Run 1, signal wires by layer:
Only two layers are drawn.
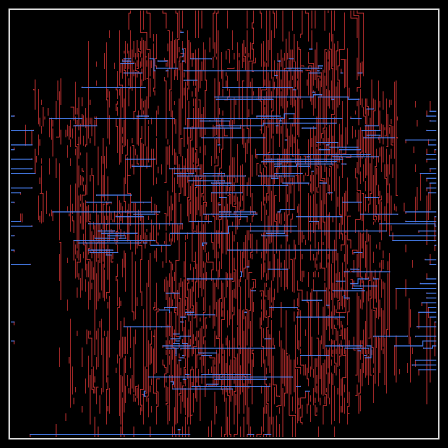
Run 1, register map, names as in the netlist:
Bar = 20 µm.
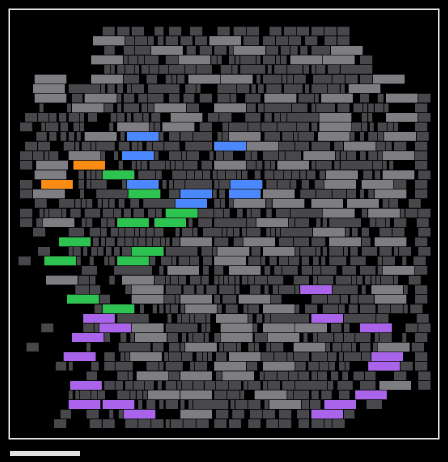
Run 1, signal metal coverage by tile:
The die is cut into 24 by 24 equal tiles; dark purple is low, yellow is high, scaled to the fullest tile. Values are wire area over tile area, all layers added.
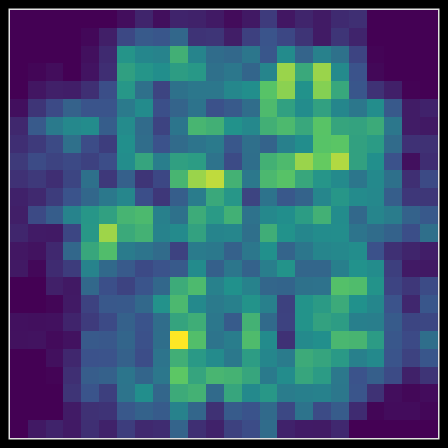
## src/rtl/histogram_if.sv

```systemverilog
// Readout link between computeHistogram (slave) and its consumer (master).
// The master requests a streamed readout and a clear; the slave streams
// per-axis bin counts with independent valids and acknowledges the clear.
interface histogram_if #(
    parameter int COUNT_W = 8
) ();
    logic               readHistogram;
    logic               clearHistogram;
    logic [COUNT_W-1:0] xHistogramOut;
    logic [COUNT_W-1:0] yHistogramOut;
    logic               xValid;
    logic               yValid;
    logic               histogramClear;

    modport master (
        output readHistogram,
        output clearHistogram,
        input  xHistogramOut,
        input  yHistogramOut,
        input  xValid,
        input  yValid,
        input  histogramClear
    );

    modport slave (
        input  readHistogram,
        input  clearHistogram,
        output xHistogramOut,
        output yHistogramOut,
        output xValid,
        output yValid,
        output histogramClear
    );
endinterface

```

## src/rtl/histogram_reader.sv

```systemverilog
// Consumer of the computeHistogram readout: streams both axes, reduces them
// on the fly to peak / thresholded extent / sum, clears the histogram and
// reports the results with a one-cycle done pulse.
module histogram_reader #(
    parameter int X_BINS  = 240,
    parameter int Y_BINS  = 180,
    parameter int COUNT_W = 8,
    parameter int IDX_W   = 8,
    parameter int TIMEOUT = 1024
) (
    input  logic               clk,
    input  logic               reset,
    input  logic               start,
    input  logic [COUNT_W-1:0] threshold,
    histogram_if.master        hist,
    output logic               busy,
    output logic               done,
    output logic               error,
    output logic [IDX_W-1:0]   xPeakIdx,
    output logic [IDX_W-1:0]   yPeakIdx,
    output logic [COUNT_W-1:0] xPeakVal,
    output logic [COUNT_W-1:0] yPeakVal,
    output logic [IDX_W-1:0]   xMin,
    output logic [IDX_W-1:0]   xMax,
    output logic [IDX_W-1:0]   yMin,
    output logic [IDX_W-1:0]   yMax,
    output logic               objFound,
    output logic [15:0]        xSum,
    output logic [15:0]        ySum
);
    localparam int XC_W = $clog2(X_BINS + 1);
    localparam int YC_W = $clog2(Y_BINS + 1);
    localparam int TM_W = $clog2(TIMEOUT + 1);

    typedef enum logic [1:0] {
        IDLE  = 2'd0,
        READ  = 2'd1,
        CLEAR = 2'd2,
        DONE  = 2'd3
    } state_t;

    state_t             state;
    logic [COUNT_W-1:0] thr;
    logic [XC_W-1:0]    x_cnt;
    logic [YC_W-1:0]    y_cnt;
    logic [TM_W-1:0]    idle_cnt;
    logic               x_found;
    logic               y_found;
    logic               read_req;
    logic               clear_req;

    logic x_full;
    logic y_full;
    logic x_take;
    logic y_take;
    logic any_beat;

    // Beats past the last bin of an axis are dropped; the idle timer still
    // treats any valid as activity.
    assign x_full   = (x_cnt == XC_W'(X_BINS));
    assign y_full   = (y_cnt == YC_W'(Y_BINS));
    assign x_take   = hist.xValid & ~x_full;
    assign y_take   = hist.yValid & ~y_full;
    assign any_beat = hist.xValid | hist.yValid;

    assign hist.readHistogram  = read_req;
    assign hist.clearHistogram = clear_req;
    assign objFound            = x_found & y_found;

    // Readout sequencer with on-the-fly reduction of both axes.
    always_ff @(posedge clk or posedge reset) begin
        if (reset) begin
            state     <= IDLE;
            thr       <= '0;
            x_cnt     <= '0;
            y_cnt     <= '0;
            idle_cnt  <= '0;
            x_found   <= 1'b0;
            y_found   <= 1'b0;
            read_req  <= 1'b0;
            clear_req <= 1'b0;
            busy      <= 1'b0;
            done      <= 1'b0;
            error     <= 1'b0;
            xPeakIdx  <= '0;
            yPeakIdx  <= '0;
            xPeakVal  <= '0;
            yPeakVal  <= '0;
            xMin      <= '0;
            xMax      <= '0;
            yMin      <= '0;
            yMax      <= '0;
            xSum      <= 16'd0;
            ySum      <= 16'd0;
        end else begin
            case (state)
                IDLE: begin
                    if (start) begin
                        thr      <= threshold;
                        x_cnt    <= '0;
                        y_cnt    <= '0;
                        idle_cnt <= '0;
                        x_found  <= 1'b0;
                        y_found  <= 1'b0;
                        error    <= 1'b0;
                        xPeakIdx <= '0;
                        yPeakIdx <= '0;
                        xPeakVal <= '0;
                        yPeakVal <= '0;
                        xMin     <= '0;
                        xMax     <= '0;
                        yMin     <= '0;
                        yMax     <= '0;
                        xSum     <= 16'd0;
                        ySum     <= 16'd0;
                        read_req <= 1'b1;
                        busy     <= 1'b1;
                        state    <= READ;
                    end else begin
                        state <= IDLE;
                    end
                end
                READ: begin
                    if (x_full && y_full) begin
                        read_req  <= 1'b0;
                        clear_req <= 1'b1;
                        state     <= CLEAR;
                    end else begin
                        // Abort with partial results after TIMEOUT silent cycles.
                        if (any_beat) begin
                            idle_cnt <= '0;
                        end else if (idle_cnt == TM_W'(TIMEOUT - 1)) begin
                            error     <= 1'b1;
                            read_req  <= 1'b0;
                            clear_req <= 1'b1;
                            state     <= CLEAR;
                        end else begin
                            idle_cnt <= idle_cnt + TM_W'(1);
                        end
                        if (x_take) begin
                            x_cnt <= x_cnt + XC_W'(1);
                            xSum  <= xSum + 16'(hist.xHistogramOut);
                            // Strict compare keeps the lowest index on ties.
                            if (hist.xHistogramOut > xPeakVal) begin
                                xPeakVal <= hist.xHistogramOut;
                                xPeakIdx <= IDX_W'(x_cnt);
                            end
                            if (hist.xHistogramOut > thr) begin
                                if (!x_found) begin
                                    xMin <= IDX_W'(x_cnt);
                                end
                                xMax    <= IDX_W'(x_cnt);
                                x_found <= 1'b1;
                            end
                        end
                        if (y_take) begin
                            y_cnt <= y_cnt + YC_W'(1);
                            ySum  <= ySum + 16'(hist.yHistogramOut);
                            if (hist.yHistogramOut > yPeakVal) begin
                                yPeakVal <= hist.yHistogramOut;
                                yPeakIdx <= IDX_W'(y_cnt);
                            end
                            if (hist.yHistogramOut > thr) begin
                                if (!y_found) begin
                                    yMin <= IDX_W'(y_cnt);
                                end
                                yMax    <= IDX_W'(y_cnt);
                                y_found <= 1'b1;
                            end
                        end
                    end
                end
                CLEAR: begin
                    if (hist.histogramClear) begin
                        clear_req <= 1'b0;
                        done      <= 1'b1;
                        state     <= DONE;
                    end else begin
                        state <= CLEAR;
                    end
                end
                DONE: begin
                    done  <= 1'b0;
                    busy  <= 1'b0;
                    state <= IDLE;
                end
                default: begin
                    read_req  <= 1'b0;
                    clear_req <= 1'b0;
                    done      <= 1'b0;
                    busy      <= 1'b0;
                    state     <= IDLE;
                end
            endcase
        end
    end
endmodule

```

## src/flat_wrapper.sv

```systemverilog
// flat-port wrapper written by rule: the top's interface ports become plain ports
module histogram_reader_flat 
#(
    parameter int X_BINS  = 240,
    parameter int Y_BINS  = 180,
    parameter int COUNT_W = 8,
    parameter int IDX_W   = 8,
    parameter int TIMEOUT = 1024
)
  (clk, reset, start, threshold, busy, done, error, xPeakIdx, yPeakIdx, xPeakVal, yPeakVal, xMin, xMax, yMin, yMax, objFound, xSum, ySum, hist_readHistogram, hist_clearHistogram, hist_xHistogramOut, hist_yHistogramOut, hist_xValid, hist_yValid, hist_histogramClear);
  histogram_if #(.COUNT_W(COUNT_W)) hist_i ();
  input  logic clk;
  input  logic reset;
  input  logic start;
  input  logic [COUNT_W-1:0] threshold;
  output logic busy;
  output logic done;
  output logic error;
  output logic [IDX_W-1:0] xPeakIdx;
  output logic [IDX_W-1:0] yPeakIdx;
  output logic [COUNT_W-1:0] xPeakVal;
  output logic [COUNT_W-1:0] yPeakVal;
  output logic [IDX_W-1:0] xMin;
  output logic [IDX_W-1:0] xMax;
  output logic [IDX_W-1:0] yMin;
  output logic [IDX_W-1:0] yMax;
  output logic objFound;
  output logic [15:0] xSum;
  output logic [15:0] ySum;
  output wire logic [$bits(hist_i.readHistogram)-1:0] hist_readHistogram;
  output wire logic [$bits(hist_i.clearHistogram)-1:0] hist_clearHistogram;
  input wire logic [$bits(hist_i.xHistogramOut)-1:0] hist_xHistogramOut;
  input wire logic [$bits(hist_i.yHistogramOut)-1:0] hist_yHistogramOut;
  input wire logic [$bits(hist_i.xValid)-1:0] hist_xValid;
  input wire logic [$bits(hist_i.yValid)-1:0] hist_yValid;
  input wire logic [$bits(hist_i.histogramClear)-1:0] hist_histogramClear;
  assign hist_readHistogram = hist_i.readHistogram;
  assign hist_clearHistogram = hist_i.clearHistogram;
  assign hist_i.xHistogramOut = hist_xHistogramOut;
  assign hist_i.yHistogramOut = hist_yHistogramOut;
  assign hist_i.xValid = hist_xValid;
  assign hist_i.yValid = hist_yValid;
  assign hist_i.histogramClear = hist_histogramClear;
  histogram_reader #(.X_BINS(X_BINS), .Y_BINS(Y_BINS), .COUNT_W(COUNT_W), .IDX_W(IDX_W), .TIMEOUT(TIMEOUT)) u_core (.clk(clk), .reset(reset), .start(start), .threshold(threshold), .hist(hist_i), .busy(busy), .done(done), .error(error), .xPeakIdx(xPeakIdx), .yPeakIdx(yPeakIdx), .xPeakVal(xPeakVal), .yPeakVal(yPeakVal), .xMin(xMin), .xMax(xMax), .yMin(yMin), .yMax(yMax), .objFound(objFound), .xSum(xSum), .ySum(ySum));
endmodule
```

## config.mk

```make
export PLATFORM = sky130hd
export DESIGN_NAME = histogram_reader_flat
export DESIGN_NICKNAME = d
export VERILOG_FILES = /design/src/rtl/histogram_if.sv /design/src/rtl/histogram_reader.sv /design/src/flat_wrapper.sv
export SDC_FILE = /design/constraint.sdc
export NUM_CORES = 1
export LEC_CHECK = 0
export CAP_MARGIN = 20
export CORE_MARGIN = 2
export CORE_UTILIZATION = 58
export CTS_CLUSTER_SIZE = 16
export DETAILED_ROUTE_END_ITERATION = 16
export PLACE_DENSITY = 0.91
export SLEW_MARGIN = 0
export SYNTH_ARGS = -nofsm -noshare
export SYNTH_HDL_FRONTEND = slang
export SYNTH_SLANG_ARGS = --single-unit
```

## constraint.sdc

```tcl
create_clock -name clk -period 10.25 [get_ports clk]
set_clock_uncertainty 0.05 [all_clocks]
set_input_delay 1.025 -clock clk [delete_from_list [all_inputs] [get_ports clk]]
set_output_delay 1.025 -clock clk [all_outputs]
set_load 0.01 [all_outputs]
```

==> flow_summary.toml, run 1 <==
# implementation run metrics
[outcome]
status = "finished, final reports clean"

[yosys]
xor_share_pct = 3.71
top_cell = "dfrtp_1"
ys_types = 66
area_leaders = "dfrtp_1 44%, ha_1 9.0%, nand2_1 4.9%, mux2i_1 4.0%, nand3_1 3.1%"
synth.top_cell.area_share_pct = 43.7
syn_avg_cell_area_um2 = 9.92
ys.flop_type = "dfrtp_1"
edf_count = 0
synthMuxAreaShare_pct = 5.54
netlist_area_um2 = 8020
netlist_instances = 809
yosysChipArea_um2 = 8020
topCombFamilyByArea = "AND-OR/OR-AND gates"
synthArstFlopShare_pct = 100
adder_share_pct = 9.54
yosys_warnings = 0
synth-seq-cells = 140
synth_simple_gate_area_share_pct = 16.4
ys_sh_aoi_pct = 16.6
synthTopCellsByCount = "140 x dfrtp_1, 104 x nand2_1, 58 x ha_1, 49 x inv_1, 49 x nand3_1"
fp_nets = 899
ys_seq_share_pct = 43.7
ys_cells = 809
yosys.area.top_type = "dfrtp_1"

[timing]
relSlewSlack_pct = 28.9
fin_crit_ns = 3.70
whs_ns = 0.443
fin_crit_sh_pct = 36.1
fmax_ghz = 0.270
setup-tns-final_ns = 0
finalSetupViolCount = 0
setup_slack_ns = 6.55
slew_viol_final = 0
rsz0062_at_grt = "false"
timing_worst_slew_pin_value_ns = 1.07

[worst_setup_path]
critPathKind = "reg2reg"
rrSetupSlack_ns = 6.55
setup.worst_path.end_class = "flop"
crit_start = "u_core.state[1]"
worstPathCellList = "inv_1, ha_2, mux2_2, o221ai_2, buf_4, a21oi_1, o41a_1, mux2i_1"
path_buffers = 2
worstSetupEndpoint = "u_core.xPeakVal[0]"
worst_ep_arrival_time_ns = 3.98
r2r_cells = 8
path_max_fanout = 40
required_ns = 10.53
slowest_stage = "o41a_1"
max_stage_delay_ns = 0.86
rr_endpoint = "u_core.xPeakVal[0]"
r2r_start = "u_core.state[1]"
critPathTopFamily = "AND-OR/OR-AND gates"

[finish]
reg_top3 = "u_core.xSum (16), u_core.ySum (16), u_core.idle_cnt (11)"
antennaDiodeCount = 0
area_growth_syn_to_layout_pct = 25.6
drive_gt1_share_pct = 7.91
nets = 1025
layout_top_cell = "dfrtp_1"

[hold_path]
whs_path_depth = 1
hold_end = "u_core.hist.readHistogram"
hp-class = "reg2reg"
min-delay-start = "u_core.hist.readHistogram"

[cts]
cts_hold_buffers = 0
clockBufferDepth = 2
cts_tree = "yes"
clockRootBuffer = "clkbuf_16"
h-tree-depth = 4
clkSlewWorstSetupHoldPaths_ns = 0.06
clock_sinks = 140
post_cts_buffers = 0
worstSkewPairLatency_ns = 0.42

[power_and_ir_drop]
clk-power_mw = 0.620
power.switching_mw = 0.960
comb_cell_power_mw = 1.08
p_seq_share_pct = 30.9
switching_share_pct = 39.0
pwr_density_cell_nw_per_um2 = 244
totalPowerFinal_mw = 2.46
largestPowerGroup = "combinational logic"
intPower_mw = 1.50
leakage_nw = 4.41
ir_drop_uv = 149

[route]
drt_iter0_markers = 910
drt-pass1-iter-count = 6
drc = 0
via_per_inst = 6.30
antenna_left = 0

[die]
initial_core_util_pct = 59.9
rows = 42
fp.coreArea_um2 = 13400
fp.dieW_um = 122
fp.dieH_um = 122
die_area_um2 = 14800

[grt]
grt_max_degree = 83
grt-ovfl-total = 0
grt_pass1_wl_um = 34700
grt_antenna_before_repair = 0
grt_pass1_vias = 6841

[placement]
port_buffers = 131
place_area_um2 = 9450
gp_congestion = 0.873
dp_slack_ns = 6.25

[run]
tool_warnings = 32
max-cap-violations = 0
-- 'signal wires by layer' (at the start) --
blue -> met3  # wire length 1700 µm
red -> met2  # wire length 10500 µm
final WL: 22000 µm
WL/cell: 19.6 µm
GRT Util Overall: 30.2%
vias after detailed routing: 7084

-- 'register map, names as in the netlist' (at the start) --
purple -> u_core.xSum  # sequential cells 16
orange -> u_core.state  # sequential cells 2
blue -> u_core.y_cnt  # sequential cells 8, where middle
green -> u_core.idle_cnt  # sequential cells 11

-- 'signal metal coverage by tile' (at the start) --
fullest tile = 0.78
nearly empty tiles = 10%
emptiest ninth of the die = bottom left

==> run 1: area by class of cell <==
type / count / area [µm²]
fillers: 848 / 3320
inverters: 49 / 189
flip-flops and latches: 140 / 3500
clock inverters: 7 / 85.1
clock buffers: 25 / 505
repair buffers: 140 / 1400
multi-input cells: 587 / 4180
well taps: 176 / 220
==> run 1: metrics by stage <==
stage	util, %	std cells
floorplan	-	809
global placement	70.6	1090
detailed placement	70.6	1090
CTS	75.0	1122
global route	75.2	1124
finish	75.2	1124
==> run 1: metal layers <==
layer	global-route usage (%)	wire length, µm	vias up
li1	-	-	3168
met3	5.99	1700	82
met4	14.0	777	0
met2	47.4	10500	399
met5	0	0	-
met1	40.8	9010	3435
Run 1, clock routing:
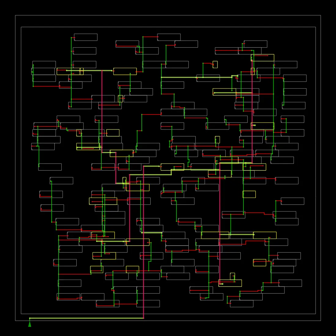

## Run 2: what changed since run 1
CORE_UTILIZATION = 49   (was 58)
PLACE_DENSITY = 0.82   (was 0.91)
clock period = 3.37 ns   (was 10.25 ns; I/O delays follow)
Run 2, clock routing:
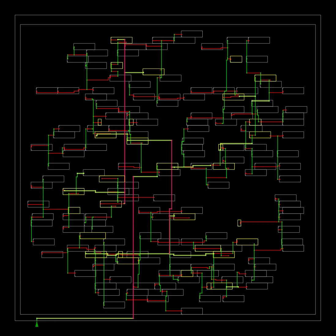
CTS Buf Count: 17
clock buffers: 24
clk ins delay skew pair: 0.43 ns

==> run 2 against run 1 <==
Critical path depth shrank 1. Synthesized cell count is the same. Sequential power grew to 3.0 times the previous value. Total power grew to 3.1 times the previous value. Count of clock-buffer cells in the layout shrank 1. Cell count grew 4.1%. Combinational power grew to 3.0 times the previous value. Register-to-register slack lost 6.1 ns. Global-route usage shrank 5.4 points. Clock power grew to 3.1 times the previous value. First-iteration DRC count shrank 32%. Flip-flop count is the same. Critical endpoint is now u_core.idle_cnt[0]. Largest cell class unchanged.
==> flow_summary.toml, run 2 <==
# implementation run metrics
[outcome]
status = "finished, final reports clean"

[finish]
area_growth_syn_to_layout_pct = 27.0
seq-cell-share_pct = 34.4
drive_gt1_share_pct = 8.50
buffers = 146
nFillCells = 1278
comb_area_share_pct = 41.0
logic_gates = 587
final-nonclk-buf-share_pct = 14.1
nets = 1031
stdcell_count = 1170
flops = 140
layout_top_cell = "dfrtp_1"
antennaDiodeCount = 1

[yosys]
top_cell = "dfrtp_1"
synthTopCellsByCount = "140 x dfrtp_1, 104 x nand2_1, 58 x ha_1, 49 x inv_1, 49 x nand3_1"
ys_sh_aoi_pct = 16.6
netlist_area_um2 = 8020
synth_simple_gate_area_share_pct = 16.4
edf_count = 0
fp_nets = 899
ys_seq_share_pct = 43.7
syn_avg_cell_area_um2 = 9.92
yosys_warnings = 0

[route]
via_per_inst = 5.78
drt-total-wl_um = 21100
drt-met1-wl_um = 9480
drt_iter0_markers = 619

[run]
tool_warnings = 34

[placement]
gp_congestion = 0.861
port_buffers = 131
dp_slack_ns = 0.382
place_area_um2 = 9580
place_inst = 1138

[worst_setup_path]
path_buffers = 2
required_ns = 3.63
rr_endpoint = "u_core.idle_cnt[0]"
worst_ep_arrival_time_ns = 3.17
setup.worst_path.end_class = "flop"
worstPathCellList = "inv_1, ha_2, buf_4, a21boi_1, a21oi_1, o21ai_0, mux2_2"
crit_start = "u_core.state[1]"

[cts]
clock_sinks = 140
h-tree-depth = 4
clockBufferDepth = 2
cts_tree = "yes"

[die]
initial_core_util_pct = 50.3

[power_and_ir_drop]
leakage_nw = 4.44
pwr_density_cell_nw_per_um2 = 737
ir_drop_uv = 532

[grt]
grt_use_total_pct = 24.9
grt_use_met3_pct = 5.04
grt.busiest_layer = "met2"
grt_antenna_before_repair = 1
grt_pass1_vias = 6649

[timing]
fin_crit_sh_pct = 86.4
fmax_ghz = 0.344
timing_worst_slew_pin_value_ns = 0.807
whs_ns = 0.378
slew_viol_final = 0
relSlewSlack_pct = 46.2
setup_slack_ns = 0.459

[hold_path]
hp-class = "in2async"
Run 2, signal wires by layer:
Only two layers are drawn.
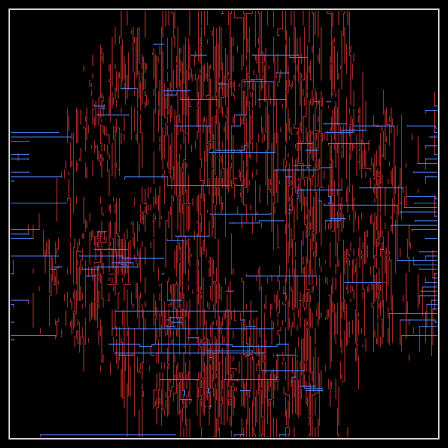
red -> met2  # wire length 9910 µm
blue -> met3  # wire length 1210 µm

[run 2: where the power goes]
group | total (mW) | internal (mW) | switching [mW] | leakage, nW
logic | 3.27 | 1.39 | 1.88 | 2.23
clock network | 1.95 | 1.25 | 0.699 | 0.306
registers | 2.28 | 2.00 | 0.283 | 1.91
total | 7.51 | 4.65 | 2.86 | 4.44
[run 2: worst max-delay path by stage]
stage | endpoint | cells past startpoint
CTS | u_core.idle_cnt[0] | 9
floorplan | u_core.ySum[8] | 8
detailed placement | u_core.ySum[9] | 8
global placement | u_core.ySum[15] | 8
global route | u_core.idle_cnt[0] | 9
finish | u_core.idle_cnt[0] | 7
[run 2: worst min-delay path, cell delays in order]
cell and delay, ns:
clkdlybuf4s50_1 0.44, clkinvlp_4 0.09, buf_12 0.47
## Run 3: what changed since run 2
HOLD_SLACK_MARGIN = 0.12   (was not set)
Run 3, signal wires by layer:
Only two layers are drawn.
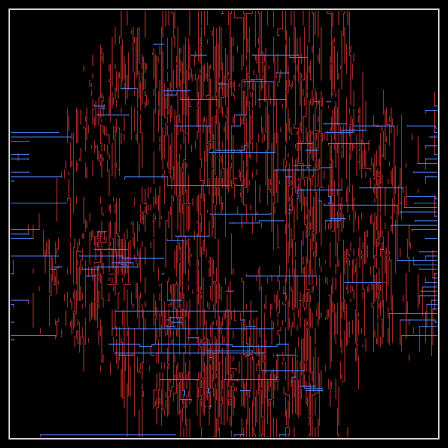
blue -> met3  # wire length 1210 µm
red -> met2  # wire length 9910 µm

==> run 3 against run 2 <==
Global-route usage stayed put. Wire length stayed put. Core utilization stayed put. Clock power hardly changed. Critical path type unchanged. Critical endpoint unchanged. Largest power group unchanged. Highest routed layer unchanged.
==> flow_summary.toml, run 3 <==
# implementation run metrics
[grt]
grt_use_total_pct = 24.9
use_met2_pct = 38.8
grt_max_degree = 141
grt-ovfl-total = 0
grtUsageMet1_pct = 34.2
grt_antenna_before_repair = 1
grt_pass1_vias = 6649

[power_and_ir_drop]
pwr_density_cell_nw_per_um2 = 737
intPower_mw = 4.65
leakage_nw = 4.44
combPwrFrac_pct = 43.6
ir_drop_uv = 532
clkPwrFrac_pct = 26.0
power.switching_mw = 2.86
switching_share_pct = 38.1
totalPowerFinal_mw = 7.51

[timing]
finalSetupViolCount = 0
fmax_ghz = 0.344
slew_viol_final = 0
setup_slack_ns = 0.459
rsz0062_at_grt = "false"
timing_worst_slew_pin_value_ns = 0.807
setup-tns-final_ns = 0
relSlewSlack_pct = 46.2
fin_crit_ns = 2.91

[placement]
dp_slack_ns = 0.382
place_inst = 1138
gp_congestion = 0.861
port_buffers = 131

[worst_setup_path]
slowest_stage = "a21oi_1"
worstSetupEndpoint = "u_core.idle_cnt[0]"
rrSetupSlack_ns = 0.46
rr_endpoint = "u_core.idle_cnt[0]"
setup.worst_path.end_class = "flop"
worstPathCellList = "inv_1, ha_2, buf_4, a21boi_1, a21oi_1, o21ai_0, mux2_2"
r2r_start = "u_core.state[1]"
required_ns = 3.63
critPathKind = "reg2reg"
path_buffers = 2
worst_ep_arrival_time_ns = 3.17
critPathTopFamily = "AND-OR/OR-AND gates"
r2r_cells = 7
max_stage_delay_ns = 0.66
crit_start = "u_core.state[1]"
path_depth = 7

[cts]
clkSlewWorstSetupHoldPaths_ns = 0.06
worstSkewPairLatency_ns = 0.43
clock_sinks = 140
post_cts_buffers = 0
h-tree-depth = 4
clockBufferDepth = 2
cts_made_buffers = 17
cts_hold_buffers = 0

[route]
wl_per_cell_um = 18.0
top_layer = "met4"
vias = 6768
drc = 0
drt_iter0_markers = 619
met3WireLength_um = 1210
drt-met1-wl_um = 9480
drt-total-wl_um = 21100
wl_met2_um = 9910
antenna_left = 0
drt-pass1-iter-count = 5

[yosys]
synthMuxAreaShare_pct = 5.54
ys_cells = 809
ys_types = 66
synth-seq-cells = 140
ys_seq_share_pct = 43.7
yosysChipArea_um2 = 8020
xor_share_pct = 3.71
adder_share_pct = 9.54
topCombFamilyByArea = "AND-OR/OR-AND gates"
netlist_area_um2 = 8020
ys_sh_aoi_pct = 16.6
ys.flop_type = "dfrtp_1"
area_leaders = "dfrtp_1 44%, ha_1 9.0%, nand2_1 4.9%, mux2i_1 4.0%, nand3_1 3.1%"
syn_avg_cell_area_um2 = 9.92
synth_simple_gate_area_share_pct = 16.4
edf_count = 0
top_cell = "dfrtp_1"
yosys.area.top_type = "dfrtp_1"
fp_nets = 899
synthTopCellsByCount = "140 x dfrtp_1, 104 x nand2_1, 58 x ha_1, 49 x inv_1, 49 x nand3_1"

[die]
rows = 46
initial_core_util_pct = 50.3
fp.dieH_um = 132
die_area_um2 = 17400
fp.dieW_um = 132
fp.coreArea_um2 = 15900

[finish]
stdcell_count = 1170
nFillCells = 1278
reg_top3 = "u_core.xSum (16), u_core.ySum (16), u_core.idle_cnt (11)"
final_util_pct = 63.9
layout_top_cell = "dfrtp_1"
nets = 1031
drive_gt1_share_pct = 8.50
area_growth_syn_to_layout_pct = 27.0

[outcome]
status = "finished, final reports clean"

[run]
tool_warnings = 34

[hold_path]
hp-class = "in2async"
Run 3, register map, names as in the netlist:
Bar = 50 µm.
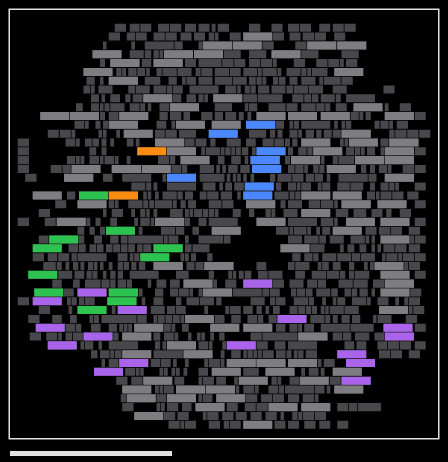
green -> u_core.idle_cnt  # sequential cells 11, where left middle
blue -> u_core.y_cnt  # sequential cells 8
purple -> u_core.xSum  # sequential cells 16
orange -> u_core.state  # sequential cells 2
Seq power: 2.28 mW
Seq area share: 34.4%

run 3: power by group through the flow:
| stage | Combinational [mW] | Sequential (mW) | Clock, mW |
|---|---|---|---|
| 6_report | 3.27 | 2.28 | 1.95 |
| 3_5_place_dp | 3.23 | 2.30 | 0 |
| 4_1_cts | 3.26 | 2.28 | 1.97 |
| 2_1_floorplan | 2.08 | 2.35 | 0 |
| 3_3_place_gp | 3.14 | 2.30 | 0 |
| 5_1_grt | 3.60 | 2.33 | 2.04 |
run 3: cell type report:
type	count	area [µm²]	area share, %
antenna	1	2.50	0.0246
inverter	49	188	1.84
tap	216	270	2.65
sequential	140	3500	34.4
clock inverter	7	110	1.08
timing repair buffer	146	1440	14.1
clock buffer	24	502	4.92
multi-input combinational	587	4180	41.0

## Gallery

Cell area per tile.
panel A
Bar = 20 µm. The die is cut into 12 by 12 equal tiles; dark purple is low, yellow is high, 0 to 100% covered.
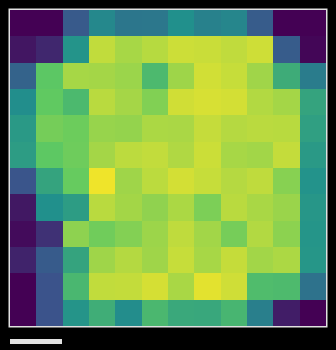
panel B
Bar = 50 µm. The die is cut into 13 by 13 equal tiles; dark purple is low, yellow is high, 0 to 100% covered.
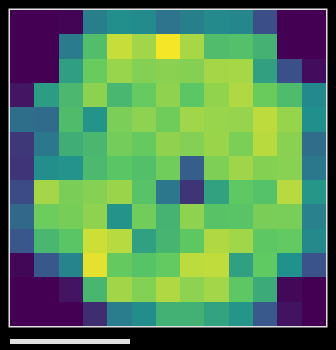
Panel B is run 3.
Panel A is run 1.
Of these, largest die: panel B
Of these, highest utilization: panel A

Key to panel B:
mean over tiles = 57%
fullest tile = 99%
nearly empty tiles = 11%
tiles over 75% full = 39%

Power figures rest on the tool's default switching activity, not on a simulated workload.
